### config.mk
export PLATFORM = sky130hd
export DESIGN_NAME = spi_target
export DESIGN_NICKNAME = d
export VERILOG_FILES = /design/src/rtl/spi_target.sv
export SDC_FILE = /design/constraint.sdc
export NUM_CORES = 1
export LEC_CHECK = 0
export CAP_MARGIN = 15
export CORE_MARGIN = 2
export CORE_UTILIZATION = 54
export CTS_CLUSTER_SIZE = 10
export DETAILED_ROUTE_END_ITERATION = 12
export PLACE_DENSITY = 0.91
export SLEW_MARGIN = 0
export SYNTH_ARGS = -nofsm -noshare
export SYNTH_HDL_FRONTEND = slang
export SYNTH_SLANG_ARGS = --single-unit
### constraint.sdc
create_clock -name clk -period 4.86 [get_ports clk]
set_input_delay 1.215 -clock clk [delete_from_list [all_inputs] [get_ports clk]]
set_output_delay 1.215 -clock clk [all_outputs]
set_load 0.05 [all_outputs]
### src/rtl/spi_target.sv
`timescale 1ns/1ps
// spi_target -- SPI mode-0 target (CPOL=0, CPHA=0), MSB first, full duplex.
//
// The block samples sclk, cs_n and mosi on the system clock. MOSI bytes are
// delivered on a valid/ready receive stream. MISO bytes are taken from a
// valid/ready transmit stream. When no transmit byte is available, FILL is
// sent instead.
//
// Parameters:
//   FILL  byte shifted out on MISO when no transmit data is available
//   SYNC  synchroniser depth for sclk/cs_n/mosi (minimum 2)
//
// Ports:
//   clk, rst_n         system clock, asynchronous active-low reset
//   sclk, cs_n, mosi   SPI pins from the controller (asynchronous to clk)
//   miso               target-to-controller data; 0 while deselected
//   tx_valid/tx_ready/tx_data   transmit stream; tx_ready pulses on consume
//   rx_valid/rx_ready/rx_data   receive stream; one byte of holding storage
//   busy               synchronised chip select is asserted
//
// Optional build macro SPI_TARGET_ERR_EN adds err_clr (in), and the sticky
// error flags err_overrun and err_underrun (out).
module spi_target #(
  parameter logic [7:0] FILL = 8'hFF,
  parameter int         SYNC = 2
) (
  input  logic       clk,
  input  logic       rst_n,
  input  logic       sclk,
  input  logic       cs_n,
  input  logic       mosi,
  output logic       miso,
  input  logic       tx_valid,
  output logic       tx_ready,
  input  logic [7:0] tx_data,
  output logic       rx_valid,
  input  logic       rx_ready,
  output logic [7:0] rx_data,
  output logic       busy
`ifdef SPI_TARGET_ERR_EN
  ,
  input  logic       err_clr,
  output logic       err_overrun,
  output logic       err_underrun
`endif
);

  typedef enum logic {IDLE, ACTIVE} state_t;

  state_t state_reg, state_next;

  // sclk/cs_n carry one extra stage so edges compare the last two
  // synchronised samples. mosi only needs to line up with the sclk sample.
  logic [SYNC:0]   sclk_pipe;
  logic [SYNC:0]   cs_pipe;
  logic [SYNC-1:0] mosi_pipe;

  logic [2:0] bit_cnt_reg;
  logic [7:0] tx_sr_reg;
  logic [7:0] rx_sr_reg;
  logic [7:0] rx_shift;

  logic rise, fall, cs_fall, cs_rise, mosi_s;
  logic load_tx, shift_tx, sample_rx, cs_abort, byte_done;

  always_ff @(posedge clk or negedge rst_n) begin
    if (!rst_n) begin
      sclk_pipe <= '0;
      cs_pipe   <= '1;   // deselected, so reset never looks like a cs_fall
      mosi_pipe <= '0;
    end else begin
      sclk_pipe <= {sclk_pipe[SYNC-1:0], sclk};
      cs_pipe   <= {cs_pipe[SYNC-1:0], cs_n};
      mosi_pipe <= {mosi_pipe[SYNC-2:0], mosi};
    end
  end

  assign rise    =  sclk_pipe[SYNC-1] & ~sclk_pipe[SYNC];
  assign fall    = ~sclk_pipe[SYNC-1] &  sclk_pipe[SYNC];
  assign cs_fall = ~cs_pipe[SYNC-1]   &  cs_pipe[SYNC];
  assign cs_rise =  cs_pipe[SYNC-1]   & ~cs_pipe[SYNC];
  assign mosi_s  =  mosi_pipe[SYNC-1];

  // State register
  always_ff @(posedge clk or negedge rst_n) begin
    if (!rst_n) state_reg <= IDLE;
    else        state_reg <= state_next;
  end

  // Next-state logic
  always_comb begin
    state_next = state_reg;
    case (state_reg)
      IDLE:    if (cs_fall) state_next = ACTIVE;
      ACTIVE:  if (cs_rise) state_next = IDLE;
      default: state_next = IDLE;
    endcase
  end

  // Output / control decode. Deselection has priority over any sclk edge
  // that is detected in the same cycle.
  always_comb begin
    load_tx   = 1'b0;
    shift_tx  = 1'b0;
    sample_rx = 1'b0;
    cs_abort  = 1'b0;
    if (state_reg == IDLE) begin
      load_tx = cs_fall;
    end else if (cs_rise) begin
      cs_abort = 1'b1;
    end else begin
      if (fall) begin
        if (bit_cnt_reg == 3'd0) load_tx  = 1'b1;
        else                     shift_tx = 1'b1;
      end
      sample_rx = rise;
    end
    tx_ready = load_tx & tx_valid;
    miso     = (state_reg == ACTIVE) & tx_sr_reg[7];
    busy     = ~cs_pipe[SYNC-1];
  end

  assign rx_shift  = {rx_sr_reg[6:0], mosi_s};
  assign byte_done = sample_rx & (bit_cnt_reg == 3'd7);

  always_ff @(posedge clk or negedge rst_n) begin
    if (!rst_n) begin
      tx_sr_reg   <= '0;
      rx_sr_reg   <= '0;
      bit_cnt_reg <= '0;
      rx_data     <= '0;
      rx_valid    <= 1'b0;
    end else begin
      if (load_tx)       tx_sr_reg <= tx_valid ? tx_data : FILL;
      else if (shift_tx) tx_sr_reg <= {tx_sr_reg[6:0], 1'b0};

      // A new window or an aborted one restarts at bit 0; any partial
      // receive byte is abandoned because bit_cnt no longer reaches 7.
      if (load_tx && state_reg == IDLE || cs_abort) begin
        bit_cnt_reg <= '0;
      end else if (sample_rx) begin
        rx_sr_reg   <= rx_shift;
        bit_cnt_reg <= bit_cnt_reg + 3'd1;
      end

      // A byte completing while the held byte is being accepted replaces it
      // directly; if the held byte is not being accepted the new one is lost.
      if (byte_done && (!rx_valid || rx_ready)) begin
        rx_data  <= rx_shift;
        rx_valid <= 1'b1;
      end else if (rx_valid && rx_ready) begin
        rx_valid <= 1'b0;
      end
    end
  end

`ifdef SPI_TARGET_ERR_EN
  logic overrun, underrun;
  assign overrun  = byte_done & rx_valid & ~rx_ready;
  assign underrun = load_tx & ~tx_valid;

  // A set event wins over a simultaneous clear.
  always_ff @(posedge clk or negedge rst_n) begin
    if (!rst_n) begin
      err_overrun  <= 1'b0;
      err_underrun <= 1'b0;
    end else begin
      if (overrun)      err_overrun  <= 1'b1;
      else if (err_clr) err_overrun  <= 1'b0;
      if (underrun)     err_underrun <= 1'b1;
      else if (err_clr) err_underrun <= 1'b0;
    end
  end
`endif

endmodule
==> results.json, run 1 <==
{
  "floorplan.core_util_pct": 58.0,
  "root_buffer": "clkbuf_4",
  "drt_first_iter_violations": 5,
  "fin_crit_sh_pct": 83.1,
  "cellPowerDensity_mw_per_mm2": 360,
  "grt_pass1_wl_um": 4480,
  "netlist_instances": 100,
  "ys_seq_share_pct": 61.8,
  "ios": 27,
  "critical_path.cell_chain": "clkdlybuf4s50_1 > o21ai_1 > inv_1 > clkdlybuf4s50_1",
  "cts_sinks": 36,
  "ys.flops": 36,
  "grt_pass1_vias": 958,
  "setup_viol": 0,
  "die_w_um": 56.1,
  "hold_path_class": "reg -> reg",
  "top_area_share_pct": 56.4,
  "clock.fmax_mhz": 247,
  "hold_violations": 0,
  "yosysWarnings": 0,
  "syn-cell-area_mm2": 0.00146,
  "placed_cell_area_mm2": 0.00176,
  "die_y_um": 56.1,
  "max_cap_violations": 0,
  "first_pass_iters": 4,
  "cts_buffers": 5,
  "core_mm2": 0.00252,
  "fin_skew_ns": 0.00857,
  "clk_pin_slew_ns": 0.09,
  "cp.required_ns": 3.64,
  "fin_tns_setup_ns": 0,
  "yosys.area_share.xor_xnor_pct": 0,
  "register_area_um2": 905,
  "p_leak_nw": 0.817,
  "drive_gt1_share_pct": 15.9,
  "grt-ovfl-total": 0,
  "post_cts_buffers": 0,
  "logic_area_um2": 531,
  "cp-end-kind": "output port",
  "ys_sh_mux_pct": 12.3,
  "rsz0062_at_grt": "false",
  "ys_area_mm2": 0.00146,
  "drtAntennaViolNets": 0,
  "startpoint_type": "primary input",
  "cts_buffer_depth": 2,
  "cts_hold_buf": 0,
  "slowest_delay_ns": 0.82,
  "peakVddDrop_v": 0.000279,
  "worstPathArrival_ns": 2.83,
  "outcome": "complete, no violations",
  "area_growth_syn_to_layout_pct": 23.3,
  "h-tree-depth": 2,
  "hpwl_um": 1790,
  "syn_avg_cell_area_um2": 14.6,
  "most-common-layout-cells": "dfrtp_1 (33), clkdlybuf4s50_1 (26), mux2_1 (8), or3_1 (8), mux2_2 (8)",
  "tool_warnings": 27,
  "vias": 903,
  "io_buffers": 26,
  "criticalPathCategory": "in -> out",
  "synthesis.nets": 118,
  "slew_violations": 0,
  "num-fill-cells": 181,
  "ys_types": 29,
  "critPathSlowestCell": "clkdlybuf4s50_1",
  "vias_per_cell": 5.57,
  "critPathMostFrequentCell": "clkdlybuf4s50_1",
  "antennaDiodeCount": 0,
  "grt_max_degree": 37,
  "routed_wl_um": 2550,
  "synthAoiAreaFrac_pct": 8.80,
  "top_logic_kind": "multiplexers",
  "nNetsFinal": 150,
  "synthSimpleGateAreaFrac_pct": 11.9,
  "die_area_mm2": 0.00314,
  "lay_top_count": "dfrtp_1",
  "fa_ha_area_share_pct": 3.25,
  "tritoncts": "built",
  "ctsResizeCount": 0,
  "largest_area_cell": "dfrtp_1",
  "gp_congestion": 0.757,
  "antenna_found_initial": 0,
  "fin_crit_ns": 4.04,
  "drc": 0,
  "crit_fanout": 8,
  "top_cells_by_area": "dfrtp_1 (56%), mux2_1 (6.2%), mux2_2 (6.2%)",
  "relSlewSlack_pct": 60.9
}
run 1: cells by family (layout without fill, tap and decap cells):
family / after synthesis / count (layout)
compound gates: 14 / 14
buf+inv: 7 / 39
fa+ha+maj: 4 / 4
mux: 16 / 16
flops: 36 / 36
simple gates: 23 / 23
run 1: routing by layer:
metal	up-vias	global-route usage (%)	wire (µm)
met1	443	23.7	1100
met3	9	8.84	138
met4	0	11.2	87
li1	431	-	-
met5	-	0	0
met2	20	28.4	1220
run 1: cells in the mapped netlist:
cell type,count
o21ai_1,1
nor3_4,1
or3_1,8
o221a_1,7
nor2_1,1
and4bb_1,1
dfstp_2,3
and4b_1,1
a21oi_1,1
nor2b_1,1
mux2_2,8
nand3_4,1
nor4bb_1,1
or2_1,1
nand2_1,3
ha_1,3
o21ai_0,1
o211a_1,1
maj3_1,1
mux2_1,8
and2_1,1
a211oi_1,1
nor3_1,1
nand2b_1,1
inv_1,5
nor3b_2,1
buf_2,2
a22o_1,2
dfrtp_1,33
run 1: power by group:
| part | leakage [nW] | switching (mW) | internal [mW] | total [mW] |
|---|---|---|---|---|
| combinational | 0.344 | 0.0493 | 0.0648 | 0.114 |
| sequential | 0.445 | 0.0358 | 0.354 | 0.390 |
| clock | 0.0281 | 0.0923 | 0.0532 | 0.146 |
| total | 0.817 | 0.177 | 0.472 | 0.649 |
run 1: area by class of cell:
class,instances,area share (%)
clock buffer,6,2.29
clock inverter,1,0.277
inverter,5,1.04
multi-input combinational,57,29.4
sequential,36,50.1
tap,30,2.08
timing repair buffer,27,14.8
run 1: path summary, 6_finish.rpt:
kind | from | endpoint | slack [ns] | cells after the start
worst max-delay path | tx_valid | tx_ready | 0.82 | 4
max in group asynchronous | rst_n | cs_pipe[1] | 3.24 | 2
worst max register to register | cs_pipe[2] | rx_data[4] | 2.98 | 4
worst min-delay path | sclk_pipe[0] | sclk_pipe[1] | 0.36 | 0
min in group asynchronous | rst_n | rx_data[7] | 1.27 | 2
worst min register to register | sclk_pipe[0] | sclk_pipe[1] | 0.36 | 0
run 1: per-stage QoR:
step	utilization (%)	setup slack (ns)	hold WS (ns)	cells	power, mW
final	71.6	0.819	0.357	162	0.649
after global routing	71.6	0.753	0.368	162	0.688
after CTS	71.6	0.818	0.361	162	0.657
after detailed placement	69.7	0.819	0.339	155	0.510
after global placement	69.7	0.891	0.335	155	0.499
after floorplan	-	1.89	0.331	100	0.462
run 1: critical path: cells and delay by family:
kind            cells  cell delay, ns
buf+inv             3            1.41
compound gates      1            0.20
run_1/congestion_map.png
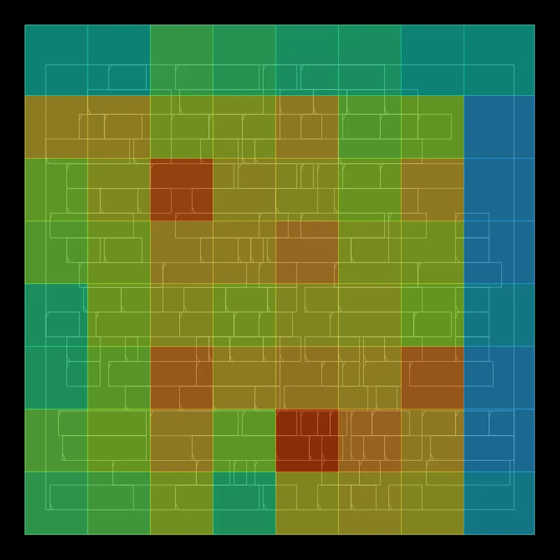
Core Util, Final: 71.6%
met2 usage: 28.4%
post-DR wirelength/cell: 15.7 µm
Total GRT Usage: 19.5%
met3 usage: 8.84%

run_1/route_heat.png
The bar under the picture is 20 µm long. The die is cut into 11 by 11 equal tiles; dark blue is low, red is high, scaled to the fullest tile. Values are wire area over tile area, all layers added.
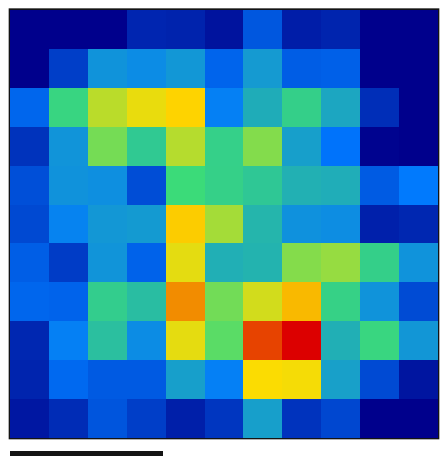
nearly empty tiles: 11%
mean over tiles: 0.13
emptiest ninth of the die: north-east
tiles over half the peak: 17%
fullest tile: 0.42

run_1/class_map.png
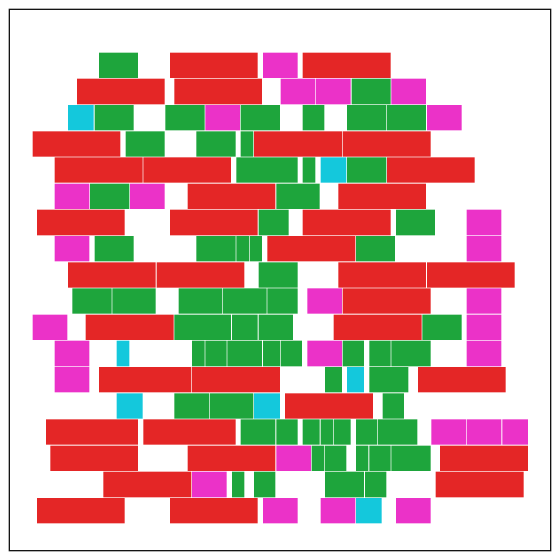
legend:
  magenta:
    class: remaining buffers and delay cells
    cells: 27
    share_of_their_area: 15%
  green:
    class: remaining logic cells
    cells: 62
    share_of_their_area: 31%
  red:
    class: sequential cells
    cells: 36
    share_of_their_area: 51%
  cyan:
    class: clock drivers and dummy loads
    cells: 7
    share_of_their_area: 2.6%
Final Cell Area: 0.00181 mm²
Rows: 18

run_1/layers.png
The bar under the picture is 20 µm long.
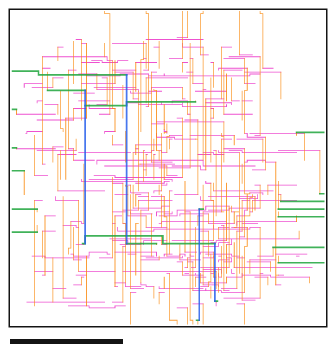
legend:
  blue:
    layer: M4
    wire_length: 87.0 µm
  orange:
    layer: M2
    wire_length: 1220 µm
  green:
    layer: M3
    wire_length: 139 µm
  magenta:
    layer: M1
    wire_length: 1100 µm

==> run 2, diff against run 1 <==
Settings changed: CORE_UTILIZATION 54 to 46, PLACE_DENSITY 0.91 to 0.83.
Clock period 4.86 ns to 3.3 ns, I/O delays scaled along.
==> results.json, run 2 <==
{
  "tool_warnings": 27,
  "cts_hold_buf": 0,
  "netlist_instances": 100,
  "gp_congestion": 0.783,
  "die_y_um": 60.4,
  "peakVddDrop_v": 0.000349,
  "fin_crit_ns": 2.80,
  "lay_top_count": "dfrtp_1",
  "dp_slack_ns": 0.610,
  "criticalPathCategory": "reg -> out",
  "ys_types": 29,
  "ys_area_mm2": 0.00146,
  "area_growth_syn_to_layout_pct": 26.7,
  "max_cap_violations": 0,
  "cts_buffer_depth": 2,
  "drt_first_iter_violations": 47,
  "critPathMostFrequentCell": "inv_1",
  "routedWlPerCell_um": 14.2,
  "cts_buffers": 5,
  "crit_fanout": 8,
  "drive_gt1_share_pct": 18.0,
  "nNetsFinal": 150,
  "hold_violations": 0,
  "pwr-share-comb_pct": 16.2,
  "syn-cell-area_mm2": 0.00146,
  "outcome": "complete, no violations",
  "relSlewSlack_pct": 56.1,
  "fin_skew_ns": 0.00777,
  "finalPower_mw": 1.04,
  "largest_area_cell": "dfrtp_1",
  "edf_count": 0,
  "fin_tns_setup_ns": 0,
  "ys_top_cells_by_count": "dfrtp_1 (33), mux2_1 (8), mux2_2 (8), or3_1 (8), o221a_1 (7)",
  "ff_type": "dfrtp_1",
  "hold_path_class": "reg -> reg",
  "ios": 27,
  "cellPowerDensity_mw_per_mm2": 558,
  "crit_family": "AND-OR/OR-AND gates",
  "grt-ovfl-total": 0,
  "worst_slack_ns": 0.499,
  "ctsResizeCount": 0,
  "cts_sinks": 36,
  "startpoint_type": "flip-flop",
  "yosysWarnings": 0,
  "vias_per_cell": 5.14,
  "p_int_mw": 0.774,
  "ys.flops": 36,
  "clk_pin_slew_ns": 0.11,
  "first_pass_iters": 4,
  "cp.required_ns": 2.47,
  "vias": 909,
  "rsz0062_at_grt": "false",
  "syn_avg_cell_area_um2": 14.6,
  "die_w_um": 60.4,
  "seq_power_share_pct": 55.1,
  "h-tree-depth": 2,
  "fin_crit_sh_pct": 84.9,
  "pwr-share-clk_pct": 28.7,
  "hpwl_um": 1820,
  "antennaDiodeCount": 0,
  "ys_seq_share_pct": 61.8,
  "tritoncts": "built",
  "critical_path.cell_chain": "inv_1 > ha_1 > nor4bb_1 > o211a_1 > o21ai_1 > inv_1 > buf_4",
  "most-common-layout-cells": "dfrtp_1 (33), clkdlybuf4s50_1 (25), mux2_1 (8), or3_1 (8), mux2_2 (8)",
  "top_cells_by_area": "dfrtp_1 (56%), mux2_1 (6.2%), mux2_2 (6.2%)",
  "slew_violations": 0,
  "grt_pass1_wl_um": 4170,
  "post_cts_buffers": 0,
  "p_leak_nw": 0.832,
  "synthesis.nets": 118,
  "grt_pass1_vias": 959,
  "routed_wl_um": 2520,
  "synthArstFlopShare_pct": 100,
  "top_area_share_pct": 56.4,
  "drc": 0,
  "root_buffer": "clkbuf_4",
  "drtAntennaViolNets": 0,
  "io_buffers": 26,
  "critPathSlowestCell": "dfrtp_1",
  "path_buffers": 3
}
-- run 2: layout make-up --
| class | instances | area (µm²) |
|---|---|---|
| Fill cell | 256 | 1170 |
| Sequential cell | 36 | 905 |
| Multi-Input combinational cell | 57 | 531 |
| Timing Repair Buffer | 27 | 265 |
| Tap cell | 44 | 55.1 |
| Clock inverter | 3 | 42.5 |
| Clock buffer | 5 | 37.5 |
| Inverter | 5 | 18.8 |
-- run 2: cells by family (layout without fill, tap and decap cells) --
| logic type | count (synthesis) | after routing | share of synthesized area (%) |
|---|---|---|---|
| AND/OR/NAND/NOR | 23 | 23 | 11.9 |
| adder cells (fa/ha/maj) | 4 | 4 | 3.25 |
| buffers and inverters | 7 | 40 | 1.97 |
| multiplexers | 16 | 16 | 12.3 |
| AND-OR/OR-AND | 14 | 14 | 8.80 |
| flip-flops | 36 | 36 | 61.8 |
-- run 2: per-layer routing --
layer	vias to the layer above	GRT usage (%)	wire length, µm
met5	-	0	0
met2	27	26.2	1230
met4	0	5.59	35
met1	444	19.4	1150
li1	433	-	-
met3	5	5.76	101
-- run 2: final timing paths --
kind                                endpoint  slack, ns  cells past startpoint           start
max in group asynchronous         cs_pipe[2]       2.06                      2           rst_n
worst max-delay path                tx_ready       0.50                      7  bit_cnt_reg[0]
worst min register to register  sclk_pipe[1]       0.36                      0    sclk_pipe[0]
worst max register to register    rx_data[1]       1.39                      4      cs_pipe[2]
min in group asynchronous       sclk_pipe[1]       0.91                      2           rst_n
worst min-delay path            sclk_pipe[1]       0.36                      0    sclk_pipe[0]
-- run 2: stage by stage --
step                cell area [µm²]  util, %  hold slack (ns)  instances
global route                   1850     61.2            0.368        177
finish                         1850     61.2            0.363        177
CTS                            1850     61.2            0.364        177
global placement               1770     58.6            0.332        169
detailed placement             1770     58.6            0.342        169
floorplan                      1460        -            0.331        100
-- run 2: power by group through the flow --
stage          clock network (mW)  registers (mW)  logic [mW]
2_1_floorplan                   0           0.563       0.118
3_3_place_gp                    0           0.573       0.163
3_5_place_dp                    0           0.580       0.170
4_1_cts                     0.310           0.571       0.171
5_1_grt                     0.333           0.579       0.186
6_report                    0.297           0.570       0.168
run_2/ff_map.png
The bar under the picture is 20 µm long. Other sequential cells in the stronger gray, the rest of the logic in the fainter gray.
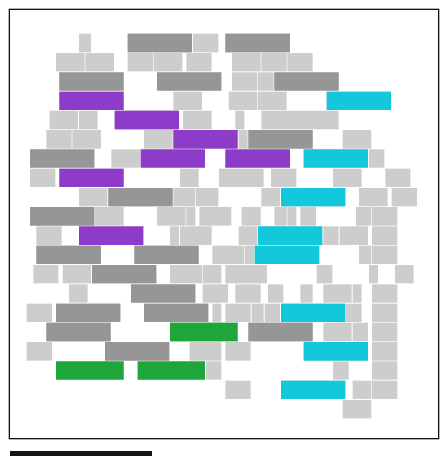
legend:
  cyan:
    netlist_name: tx_sr_reg
    placed_flops: 8
  green:
    netlist_name: cs_pipe
    placed_flops: 3
  purple:
    netlist_name: rx_sr_reg
    placed_flops: 7
flop share of the area: 48.8%
Core Util, Final: 61.2%
FF/Latch Area: 905 µm²
Seq. pwr: 0.570 mW

run_2/route_heat.png
The bar under the picture is 20 µm long. The die is cut into 12 by 12 equal tiles; dark blue is low, red is high, scaled to the fullest tile. Values are wire area over tile area, all layers added.
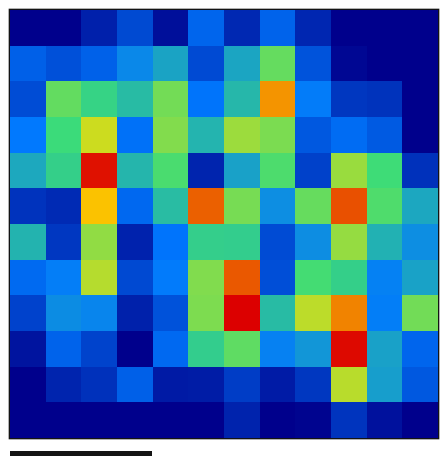
mean over tiles: 0.11
fullest tile: 0.36
emptiest ninth of the die: north-east
nearly empty tiles: 15%

run_2/class_map.png
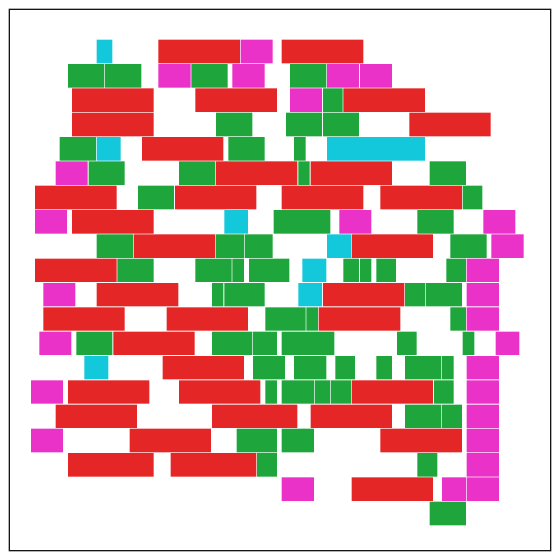
legend:
  green:
    class: remaining logic cells
    cells: 62
    share_of_their_area: 31%
  cyan:
    class: clock drivers and dummy loads
    cells: 8
    share_of_their_area: 4.5%
  red:
    class: sequential cells
    cells: 36
    share_of_their_area: 50%
  magenta:
    class: remaining buffers and delay cells
    cells: 27
    share_of_their_area: 15%
Core ar.: 0.00303 mm²
Rows: 20
Final Cell Area: 0.00185 mm²

Power and IR drop assume default switching activity.
